[config.mk]
export PLATFORM = sky130hd
export DESIGN_NAME = jpeg_blk_sched
export DESIGN_NICKNAME = d
export VERILOG_FILES = /design/src/rtl/jpeg_pkg.sv /design/src/rtl/jpeg_addr_fifo.sv /design/src/rtl/jpeg_blk_sched.sv
export SDC_FILE = /design/constraint.sdc
export NUM_CORES = 1
export LEC_CHECK = 0
export CORE_ASPECT_RATIO = 0.9
export CORE_MARGIN = 2
export CORE_UTILIZATION = 40
export DETAILED_ROUTE_END_ITERATION = 7
export HOLD_SLACK_MARGIN = 0.02
export PLACE_DENSITY_LB_ADDON = 0.25
export SYNTH_ARGS = -nofsm -noshare
export SYNTH_HDL_FRONTEND = slang
export SYNTH_SLANG_ARGS = --single-unit
[constraint.sdc]
create_clock -name clk -period 4 [get_ports clk]
set_clock_uncertainty 0.15 [all_clocks]
set_input_delay 0.8 -clock clk [delete_from_list [all_inputs] [get_ports clk]]
set_output_delay 0.8 -clock clk [all_outputs]
set_load 0.01 [all_outputs]
[src/rtl/jpeg_pkg.sv]
// Shared constants and FSM state type for the JPEG block scheduler.
// The scheduler reads 8x8 blocks from SRAM A and writes RLC results to SRAM B.
package jpeg_pkg;

    localparam int N_BLK        = 1728;
    localparam int BLK_PER_CH   = 576;
    localparam int ADDR_W       = 11;
    localparam int RLC_W        = 99;
    localparam int MAX_INFLIGHT = 8;

    typedef enum logic [1:0] {
        S_IDLE,
        S_RUN,
        S_DRAIN,
        S_DONE
    } sched_state_e;

endpackage

[src/rtl/jpeg_addr_fifo.sv]
// Synchronous FIFO that holds the SRAM A addresses of blocks still in the datapath.
// The head entry is visible on rdata without a read cycle.
module jpeg_addr_fifo #(
    parameter  int DEPTH = 8,
    parameter  int WIDTH = 11,
    localparam int PTR_W = (DEPTH > 1) ? $clog2(DEPTH) : 1,
    localparam int CNT_W = $clog2(DEPTH + 1)
) (
    input  logic             clk,
    input  logic             rst_n,
    input  logic             flush,
    input  logic             push,
    input  logic             pop,
    input  logic [WIDTH-1:0] wdata,
    output logic [WIDTH-1:0] rdata,
    output logic             full,
    output logic             empty,
    output logic [CNT_W-1:0] count
);

    logic [WIDTH-1:0] mem [DEPTH];
    logic [PTR_W-1:0] wr_ptr, rd_ptr;
    logic             do_push, do_pop;

    function automatic logic [PTR_W-1:0] ptr_inc(input logic [PTR_W-1:0] p);
        return (p == PTR_W'(DEPTH - 1)) ? '0 : p + PTR_W'(1);
    endfunction

    assign full    = (count == CNT_W'(DEPTH));
    assign empty   = (count == '0);
    assign do_push = push && !full;
    assign do_pop  = pop && !empty;
    assign rdata   = mem[rd_ptr];

    // NOTE: storage has no reset; count and pointers alone decide which entries are valid.
    always_ff @(posedge clk) begin
        if (do_push && !flush) begin
            mem[wr_ptr] <= wdata;
        end
    end

    // NOTE: non-blocking assignments here so every register samples pre-edge values.
    always_ff @(posedge clk or negedge rst_n) begin
        if (!rst_n) begin
            wr_ptr <= '0;
            rd_ptr <= '0;
            count  <= '0;
        end else if (flush) begin
            wr_ptr <= '0;
            rd_ptr <= '0;
            count  <= '0;
        end else begin
            if (do_push) wr_ptr <= ptr_inc(wr_ptr);
            if (do_pop)  rd_ptr <= ptr_inc(rd_ptr);
            case ({do_push, do_pop})
                2'b10:   count <= count + CNT_W'(1);
                2'b01:   count <= count - CNT_W'(1);
                default: count <= count;
            endcase
        end
    end

endmodule

[src/rtl/jpeg_blk_sched.sv]
// Frame scheduler: issues SRAM A block reads under a credit limit and writes
// each RLC result back to SRAM B at the address its block was read from.
module jpeg_blk_sched
    import jpeg_pkg::*;
#(
    parameter int N_BLK        = jpeg_pkg::N_BLK,
    parameter int MAX_INFLIGHT = jpeg_pkg::MAX_INFLIGHT
) (
    input  logic              clk,
    input  logic              rst_n,
    input  logic              enable,
    input  logic              mode,
    input  logic              pipe_ready,
    output logic [ADDR_W-1:0] sramA_raddr,
    output logic              rd_issue,
    output logic              blk_valid,
    output logic [1:0]        blk_ch,
    input  logic              res_valid,
    input  logic [RLC_W-1:0]  res_data,
    output logic [ADDR_W-1:0] sramB_waddr,
    output logic [RLC_W-1:0]  sramB_wdata,
    output logic              sramB_wen,
    output logic              busy,
    output logic              done,
    output logic              err
);

    localparam int CNT_W = $clog2(N_BLK + 1);
    localparam int K_W   = $clog2(BLK_PER_CH);
    localparam int OCC_W = $clog2(MAX_INFLIGHT + 1);

    sched_state_e      state_q, state_d;
    logic              mode_q;
    logic [CNT_W-1:0]  issue_cnt_q, write_cnt_q;
    logic [K_W-1:0]    k_q;
    logic [1:0]        ch_q;
    logic              start, pop;
    logic              fifo_full, fifo_empty;
    logic [ADDR_W-1:0] fifo_rdata;
    logic [OCC_W-1:0]  inflight;

    assign start    = (state_q == S_IDLE) && enable;
    assign rd_issue = (state_q == S_RUN) && pipe_ready && !fifo_full;
    assign pop      = res_valid && !fifo_empty;
    assign busy     = (state_q == S_RUN) || (state_q == S_DRAIN);
    assign done     = (state_q == S_DONE);

    jpeg_addr_fifo #(
        .DEPTH (MAX_INFLIGHT),
        .WIDTH (ADDR_W)
    ) u_addr_fifo (
        .clk   (clk),
        .rst_n (rst_n),
        .flush (start),
        .push  (rd_issue),
        .pop   (pop),
        .wdata (sramA_raddr),
        .rdata (fifo_rdata),
        .full  (fifo_full),
        .empty (fifo_empty),
        .count (inflight)
    );

    always_ff @(posedge clk or negedge rst_n) begin
        if (!rst_n) state_q <= S_IDLE;
        else        state_q <= state_d;
    end

    always_comb begin
        // NOTE: default first so every path assigns state_d and no latch is inferred.
        state_d = state_q;
        case (state_q)
            S_IDLE:  if (enable) state_d = S_RUN;
            S_RUN:   if (rd_issue && issue_cnt_q == CNT_W'(N_BLK - 1)) state_d = S_DRAIN;
            S_DRAIN: if (inflight == '0 && write_cnt_q == CNT_W'(N_BLK)) state_d = S_DONE;
            S_DONE:  state_d = S_IDLE;
            default: state_d = S_IDLE;
        endcase
    end

    // Mode 0 walks one channel at a time (stride 3), then restarts at the next channel.
    always_ff @(posedge clk or negedge rst_n) begin
        if (!rst_n) begin
            sramA_raddr <= '0;
            issue_cnt_q <= '0;
            k_q         <= '0;
            ch_q        <= '0;
            mode_q      <= 1'b0;
        end else if (start) begin
            sramA_raddr <= '0;
            issue_cnt_q <= '0;
            k_q         <= '0;
            ch_q        <= '0;
            mode_q      <= mode;
        end else if (rd_issue) begin
            issue_cnt_q <= issue_cnt_q + CNT_W'(1);
            if (mode_q) begin
                sramA_raddr <= sramA_raddr + ADDR_W'(1);
            end else if (k_q == K_W'(BLK_PER_CH - 1)) begin
                k_q         <= '0;
                ch_q        <= ch_q + 2'd1;
                sramA_raddr <= ADDR_W'(ch_q + 2'd1);
            end else begin
                k_q         <= k_q + K_W'(1);
                sramA_raddr <= sramA_raddr + ADDR_W'(3);
            end
        end
    end

    always_ff @(posedge clk or negedge rst_n) begin
        if (!rst_n) begin
            blk_valid <= 1'b0;
            blk_ch    <= '0;
        end else begin
            blk_valid <= rd_issue;
            if (rd_issue) blk_ch <= ch_q;
        end
    end

    // A result with nothing outstanding is a protocol error, never a write.
    always_ff @(posedge clk or negedge rst_n) begin
        if (!rst_n) begin
            write_cnt_q <= '0;
            err         <= 1'b0;
            sramB_wen   <= 1'b1;
            sramB_waddr <= '0;
            sramB_wdata <= '0;
        end else begin
            sramB_wen <= !pop;
            if (pop) begin
                sramB_waddr <= fifo_rdata;
                sramB_wdata <= res_data;
            end
            if (start) begin
                write_cnt_q <= '0;
                err         <= 1'b0;
            end else begin
                if (pop) write_cnt_q <= write_cnt_q + CNT_W'(1);
                if (res_valid && fifo_empty) err <= 1'b1;
            end
        end
    end

endmodule

==> flow_summary_export.csv, run 1 <==
group,metric,value,unit
final_layout,flop_area,6970,sq um
worst_setup_path,crit_buf_inv,3,
global_routing,grt_pass1_vias,7892,
pwr,p_seq_frac,0.423,
clocking,cts-root-buf,"clkbuf_16",
final_layout,antennaDiodeCount,0,
pwr,pg_clk,2.71,mW
global_routing,grt_overflow,0,
floorplan,chip_area,28600,sq um
route,dr_wl_met2,12300,um
clocking,cts.sinks,261,
worst_setup_path,setup.worst_path.end,"rd_issue",
logic_synthesis,largest_area_cell,"dfrtp_1",
final_layout,syn2layout_area_growth,34.0,%
final_timing,finalHoldViolations,0,
route,routed_via_density,4.91,
worst_setup_path,cp.required,3.05,ns
logic_synthesis,syn_area_per_cell,11.2,sq um
worst_setup_path,worstSetupPathDepth,5,
floorplan,initCoreUtil,0.405,
final_timing,maxSlewViolCount,0,
worst_setup_path,rrSetupSlack,1.31,ns
final_layout,seq_cells,261,
run,maxCapViolCount,0,
logic_synthesis,ys_sh_adder,0.0225,
logic_synthesis,ys.flops,261,
route,drc_errors,0,
placement,portBuffers,233,
pwr,p_seq,4.08,mW
worst_setup_path,worst_path_most_repeated_cell,"clkdlybuf4s50_1",
logic_synthesis,ys_sh_xor,0.0200,
placement,gp_congestion,0.774,
logic_synthesis,syn-num-nets,1100,
worst_setup_path,crit_arrival,2.29,ns
final_layout,lay_top_cells,"nand2_1, clkdlybuf4s50_1, dfrtp_1",
final_timing,max-slew-margin-rel,0.296,
logic_synthesis,synth_area,10900,sq um
final_layout,finalInstanceArea,14600,sq um
worst_setup_path,cp-end-kind,"primary output",
worst_setup_path,path_delay_family,"buffers and inverters",
final_timing,setup_tns,0,ns
final_timing,timing.fmax,0.309,GHz
worst_setup_path,start_kind,"input port",
logic_synthesis,yosys_warnings,0,
clocking,cts_hold_buf,0,
placement,place_ws,0.765,ns
route,wl_met1,11200,um
final_layout,drive_gt1_frac,0.0810,
final_layout,clkbuf_count,38,
final_layout,inverters_excl_clock,10,
global_routing,grt_max_degree,86,
final_layout,signal_buffers,253,
pwr,p_leak,6.22,nW
clocking,clkTransAtPathRegs,0.06,ns
worst_setup_path,reg2reg_depth,9,
final_timing,final-setup-viol-count,0,
pwr,p_comb,2.84,mW
route,drt_iter0_markers,388,
worst_setup_path,crit_chain,"clkdlybuf4s50_1 -> and2_1 -> nand2_4 -> inv_4 -> clkdlybuf4s50_1",
outcome,outcome,"finished clean",
final_timing,layout_setup_ws,0.759,ns
logic_synthesis,synth.distinct_cells,54,
clocking,cts_tree,"built",
worst_setup_path,slowest_delay,0.56,ns
worst_setup_path,regToRegStartpoint,"u_addr_fifo.count[1]",
logic_synthesis,ys_sh_simple,0.191,
final_timing,whs,0.145,ns
clocking,cts-resized-gates,0,
placement,dpl.cell_count,1535,
final_timing,worst_slew_pin_slew,1.06,ns
pwr,clockPowerShare,0.282,
final_layout,clock_area_frac,0.0672,
worst_setup_path,timing.rr.end,"u_addr_fifo.count[2]",
final_layout,comb_area_frac,0.251,
logic_synthesis,synthTopLogicFamily,"simple AND/OR/NAND/NOR gates",
final_layout,fillerInstances,2385,
final_layout,nNetsFinal,1335,
logic_synthesis,synth_top_cell_by_count,"nand2_1",
run,warnings,32,
final_layout,sh_seq_area,0.477,
logic_synthesis,top_area_frac,0.395,
floorplan,rows,57,
global_routing,grtUsageMet1,0.237,
global_routing,top_usage_layer,"met2",
logic_synthesis,ys_chip_area,10900,sq um
clocking,clk_latency,0.55,ns
logic_synthesis,dominantRegCellSynth,"dfrtp_1",
logic_synthesis,synth.mux.area_fraction,0.0604,
floorplan,ios,234,
clocking,numCtsBuffers,29,
final_layout,area_dominant_class,"registers",
worst_setup_path,critPathLaunch,"pipe_ready",
clocking,post_cts_buffers,0,
final_timing,finalCritPeriodShare,0.810,
logic_synthesis,topCellsByArea,"dfrtp_1, edfxtp_1, nand2_1, mux4_2, ha_1",
route,top_layer,"met4",
final_timing,fin_crit,3.24,ns
min_path,holdCritPathClass,"input port to async pin",
logic_synthesis,synthAoiAreaFrac,0.0424,
logic_synthesis,ys_cells,977,
pwr,p_sw,2.98,mW
pwr,power_leader,"registers",
global_routing,grt.met2_usage,0.303,
final_layout,logic_gate_count,657,
route,wl_met3,1530,um
logic_synthesis,edf_count,88,
final_layout,final_common_cell,"nand2_1",
final_layout,final_cells,1589,
final_layout,fin_util,0.543,
clocking,cts_buffer_depth,3,
global_routing,grt_antenna_before_repair,0,
global_routing,use_met3,0.0353,
route,detail-route-antenna-nets,0,
worst_setup_path,cp_max_fo,11,
logic_synthesis,async_reset_ff_frac,0.663,
placement,placed_cell_area,13600,sq um
pwr,p_int,6.64,mW
worst_setup_path,worst_path_max_delay_cell,"clkdlybuf4s50_1",
final_layout,top_register,"sramB_wdata",
logic_synthesis,common_cells,"nand2_1, dfrtp_1, edfxtp_1, nor2_1, a21oi_1",
final_layout,largest_reg_flops,99,
pwr,finalPower,9.62,mW
placement,dpl.hpwl,16600,um
pwr,pwr-share-comb,0.295,
logic_synthesis,syn_inst,977,
floorplan,tap_cells,354,
global_routing,grt_pass1_wl,41100,um
final_timing,rsz0062_at_grt,"no",
pwr,swShare,0.310,
final_layout,comb_area,3670,sq um
logic_synthesis,yosysSeqAreaShare,0.640,
pwr,p_per_area,659,nW/um^2
route,firstDrtPassIters,4,
worst_setup_path,worstSetupPathType,"input port to primary output",
final_layout,reg.largest.list,"sramB_wdata (99), u_addr_fifo.mem (88)",
final_layout,buffer_area_frac,0.171,
clocking,htree_levels,1,
**Run 1: met2 routing**

Bar = 50 um.
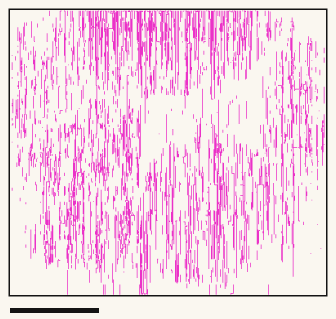
The layer holds 48% of the routed length. The wires run mostly vertical. The longest straight run is 54.5 um.

**Run 1: power grid**

Bar = 50 um. Pins as bars on the die edge.
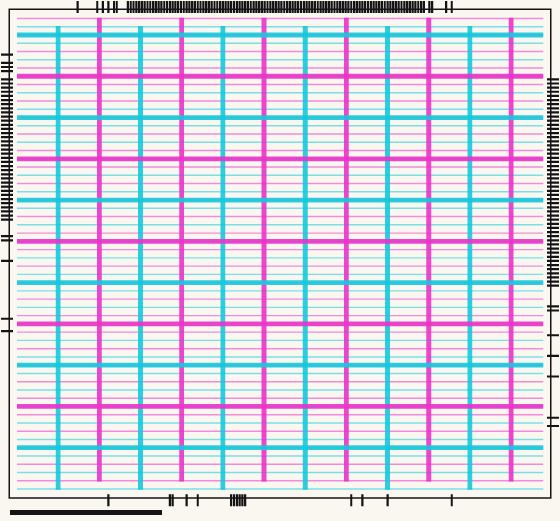
Key: cyan = VSS; magenta = VDD
The core has 57 rows. 11 straps on met5. 234 signal pins sit on the boundary. 58 met1 rails follow the rows.
die height: 161 um
maximum VDD drop: 373 uV
core area: 26900 sq um
Die W: 178 um

**Run 1: signal wires by layer**

Bar = 50 um. Only two layers are drawn.
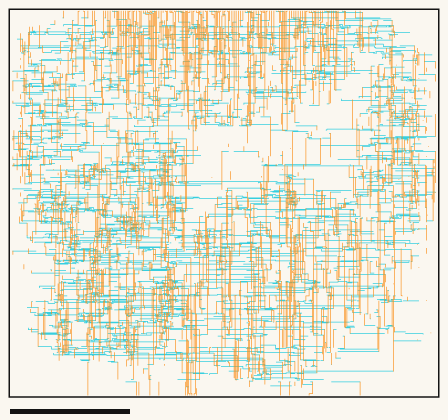
Key: cyan = met1 [wire length 11200 um]; orange = met2 [wire length 12300 um]
GRT Overall Usage: 0.179
DR vias: 7798
Routed wire per std cell: 16.2 um
final WL: 25700 um

--- run 2 (diff from run 1) ---
==> constraint.sdc (replaced) <==
create_clock -name clk -period 3.3 [get_ports clk]
set_clock_uncertainty 0.15 [all_clocks]
set_input_delay 0.66 -clock clk [delete_from_list [all_inputs] [get_ports clk]]
set_output_delay 0.66 -clock clk [all_outputs]
set_load 0.01 [all_outputs]
**Run 2: the metal 3 layer**

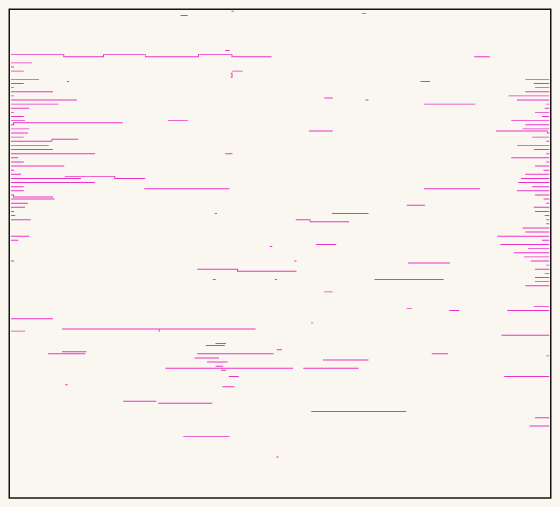
The layer carries 1380 um of wire. The longest straight run is 63.5 um.

==> run 2 against run 1 <==
Via count up 0.36%. Setup slack worse by 0.50 ns. Sequential share of layout area about the same. Count of clock-buffer cells in the layout up 5. Flip-flop count unchanged. Synthesized cell count unchanged. Critical path type is now flop to primary output. Register-to-register slack worse by 0.51 ns. First-iteration DRC count up 17%. Sequential power up 18%. Critical path depth down 1.
==> flow_summary_export.csv, run 2 <==
group,metric,value,unit
outcome,outcome,"finished clean",
logic_synthesis,synth_area,10900,sq um
route,drt_iter0_markers,455,
floorplan,die_width,178,um
clocking,htree_levels,1,
pwr,p_seq,4.82,mW
global_routing,grt_antenna_before_repair,0,
worst_setup_path,start_kind,"flop",
final_timing,setup_tns,0,ns
final_timing,maxSlewViolCount,0,
placement,portBuffers,233,
worst_setup_path,critPathLaunch,"u_addr_fifo.count[1]",
worst_setup_path,worstSetupPathType,"flop to primary output",
route,routed_wl,25400,um
logic_synthesis,async_reset_ff_frac,0.663,
clocking,cts-root-buf,"clkbuf_16",
logic_synthesis,yosysSeqAreaShare,0.640,
logic_synthesis,syn-num-nets,1100,
pwr,p_sw,3.58,mW
logic_synthesis,ys.flops,261,
placement,place_ws,0.424,ns
run,warnings,32,
pwr,p_comb,3.56,mW
floorplan,tap_cells,354,
pwr,p_leak,6.23,nW
worst_setup_path,worstSetupPathDepth,4,
final_timing,finalHoldViolations,0,
worst_setup_path,slowest_delay,0.59,ns
clocking,numCtsBuffers,29,
floorplan,die_h,161,um
logic_synthesis,topCellsByArea,"dfrtp_1, edfxtp_1, nand2_1, mux4_2, ha_1",
route,route.vias.total,7826,
clocking,post_cts_buffers,0,
logic_synthesis,common_cells,"nand2_1, dfrtp_1, edfxtp_1, nor2_1, a21oi_1",
logic_synthesis,largest_area_cell,"dfrtp_1",
pwr,finalPower,11.5,mW
final_timing,max-slew-margin-rel,0.477,
global_routing,top_usage_layer,"met2",
route,wl_met3,1380,um
clocking,cts-resized-gates,0,
final_timing,layout_setup_ws,0.263,ns
logic_synthesis,synth.distinct_cells,54,
worst_setup_path,setup.worst_path.end,"rd_issue",
placement,dpl.hpwl,16700,um
final_layout,logic_gate_count,657,
logic_synthesis,ys_sh_simple,0.191,
logic_synthesis,syn_area_per_cell,11.2,sq um
final_layout,nNetsFinal,1341,
route,top_layer,"met4",
pwr,p_seq_frac,0.420,
min_path,holdCritPathClass,"flop to flop",
final_layout,comb_area_frac,0.251,
logic_synthesis,synthAoiAreaFrac,0.0424,
final_layout,fin_util,0.543,
route,wl_per_cell,15.9,um
logic_synthesis,syn_inst,977,
floorplan,core-area,26900,sq um
route,routed_via_density,4.91,
global_routing,grt.met2_usage,0.290,
final_timing,fin_crit,3.04,ns
final_layout,finalInstanceArea,14600,sq um
final_layout,sh_seq_area,0.478,
logic_synthesis,synth.mux.area_fraction,0.0604,
final_layout,largest_reg_flops,99,
worst_setup_path,timing.rr.end,"u_addr_fifo.count[2]",
final_layout,signal_buffers,259,
pwr,clockPowerShare,0.270,
worst_setup_path,rrSetupSlack,0.80,ns
pwr,p_int,7.90,mW
logic_synthesis,yosys_warnings,0,
route,dr_wl_met2,12000,um
floorplan,chip_area,28600,sq um
logic_synthesis,dominantRegCellSynth,"dfrtp_1",
clocking,cts_tree,"built",
floorplan,ios,234,
final_timing,timing.fmax,0.329,GHz
worst_setup_path,path_delay_family,"simple AND/OR/NAND/NOR gates",
--- run 3 (diff from run 2) ---
--- a/config.mk
+++ b/config.mk
@@ -8,9 +8,11 @@
 export CORE_ASPECT_RATIO = 0.9
 export CORE_MARGIN = 2
 export CORE_UTILIZATION = 40
+export CTS_CLUSTER_SIZE = 28
 export DETAILED_ROUTE_END_ITERATION = 7
 export HOLD_SLACK_MARGIN = 0.02
 export PLACE_DENSITY_LB_ADDON = 0.25
 export SYNTH_ARGS = -nofsm -noshare
 export SYNTH_HDL_FRONTEND = slang
 export SYNTH_SLANG_ARGS = --single-unit
+export TNS_END_PERCENT = 100
**Run 3: power grid**

Bar = 50 um. Pins as bars on the die edge.
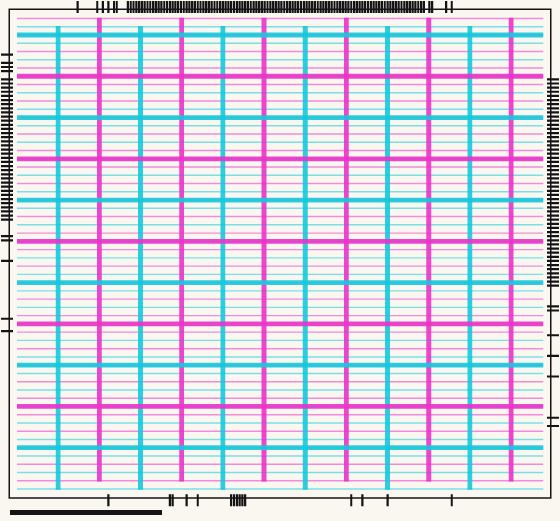
Key: cyan = VSS; magenta = VDD
12 straps on met4. The core has 57 rows. 11 straps on met5.

==> run 3 against run 2 <==
Wire length unchanged. Sequential share of layout area is the same. Final area is the same. Non-clock buffer count did not move.
==> flow_summary_export.csv, run 3 <==
group,metric,value,unit
final_layout,final_common_cell,"nand2_1",
logic_synthesis,topCellsByArea,"dfrtp_1, edfxtp_1, nand2_1, mux4_2, ha_1",
worst_setup_path,cp.required,2.49,ns
route,wl_met1,11500,um
worst_setup_path,timing.rr.end,"u_addr_fifo.count[2]",
worst_setup_path,crit_arrival,2.23,ns
pwr,power_leader,"registers",
final_layout,lay_top_cells,"nand2_1, clkdlybuf4s50_1, dfrtp_1",
logic_synthesis,synthAoiAreaFrac,0.0424,
pwr,pg_clk,3.09,mW
global_routing,top_usage_layer,"met2",
logic_synthesis,synth_top_cell_by_count,"nand2_1",
final_layout,comb_area,3670,sq um
worst_setup_path,crit_chain,"or4b_4 -> nand2_4 -> inv_4 -> clkdlybuf4s50_1",
route,wl_met3,1380,um
placement,dpl.hpwl,16700,um
clocking,cts-resized-gates,0,
logic_synthesis,ys_sh_adder,0.0225,
worst_setup_path,worstSetupPathType,"flop to primary output",
floorplan,die_width,178,um
floorplan,core-area,26900,sq um
logic_synthesis,ys_sh_simple,0.191,
global_routing,grtUsageMet1,0.248,
final_layout,antennaDiodeCount,0,
final_layout,seq_cells,261,
floorplan,ios,234,
logic_synthesis,async_reset_ff_frac,0.663,
logic_synthesis,ys_chip_area,10900,sq um
route,routed_wl,25400,um
pwr,finalPower,11.5,mW
logic_synthesis,synth_area,10900,sq um
logic_synthesis,largest_area_cell,"dfrtp_1",
pwr,p_seq,4.82,mW
final_timing,finalCritPeriodShare,0.920,
logic_synthesis,ys.flops,261,
worst_setup_path,crit_buf_inv,2,
final_layout,logic_gate_count,657,
final_timing,worst_slew_pin_slew,0.784,ns
worst_setup_path,worstSetupPathDepth,4,
route,firstDrtPassIters,4,
route,wl_per_cell,15.9,um
logic_synthesis,common_cells,"nand2_1, dfrtp_1, edfxtp_1, nor2_1, a21oi_1",
final_timing,rsz0062_at_grt,"no",
final_timing,maxSlewViolCount,0,
pwr,pwr-share-comb,0.310,
global_routing,grt_overflow,0,
clocking,cts_tree,"built",
logic_synthesis,dominantRegCellSynth,"dfrtp_1",
floorplan,initCoreUtil,0.405,
clocking,cts-root-buf,"clkbuf_16",
final_layout,flop_area,6970,sq um
logic_synthesis,yosysSeqAreaShare,0.640,
final_layout,finalInstanceArea,14600,sq um
final_layout,inverters_excl_clock,10,
floorplan,chip_area,28600,sq um
global_routing,grt_max_degree,76,
worst_setup_path,critPathLaunch,"u_addr_fifo.count[1]",
final_timing,layout_setup_ws,0.263,ns
final_layout,fin_util,0.543,
global_routing,grt.met2_usage,0.290,
route,top_layer,"met4",
pwr,p_seq_frac,0.420,
logic_synthesis,syn_inst,977,
logic_synthesis,syn_area_per_cell,11.2,sq um
worst_setup_path,setup.worst_path.end,"rd_issue",
final_timing,fin_crit,3.04,ns
logic_synthesis,synth.distinct_cells,54,
route,detail-route-antenna-nets,0,
logic_synthesis,ys_sh_xor,0.0200,
pwr,p_per_area,786,nW/um^2
final_layout,comb_area_frac,0.251,
logic_synthesis,ys_cells,977,
final_timing,finalHoldViolations,0,
clocking,post_cts_buffers,0,
worst_setup_path,cp-end-kind,"primary output",
worst_setup_path,reg2reg_depth,8,
final_layout,clkbuf_count,43,
final_layout,nNetsFinal,1341,
run,warnings,32,
logic_synthesis,synthTopLogicFamily,"simple AND/OR/NAND/NOR gates",
clocking,cts_hold_buf,1,
route,drc_errors,0,
final_timing,timing.fmax,0.329,GHz
worst_setup_path,rrSetupSlack,0.80,ns
pwr,p_comb,3.56,mW
placement,portBuffers,233,
worst_setup_path,regToRegStartpoint,"u_addr_fifo.count[1]",
final_layout,final_cells,1594,
final_layout,clock_area_frac,0.0627,
final_timing,whs,0.319,ns
final_layout,sh_seq_area,0.478,
outcome,outcome,"finished clean",
clocking,clk_latency,0.54,ns
worst_setup_path,start_kind,"flop",
pwr,p_int,7.90,mW
placement,place_ws,0.424,ns
clocking,cts_buffer_depth,3,
run,maxCapViolCount,0,
worst_setup_path,cp_max_fo,9,
floorplan,rows,57,
placement,dpl.cell_count,1540,
No activity file was given, so power comes from the tool's default toggle rates.
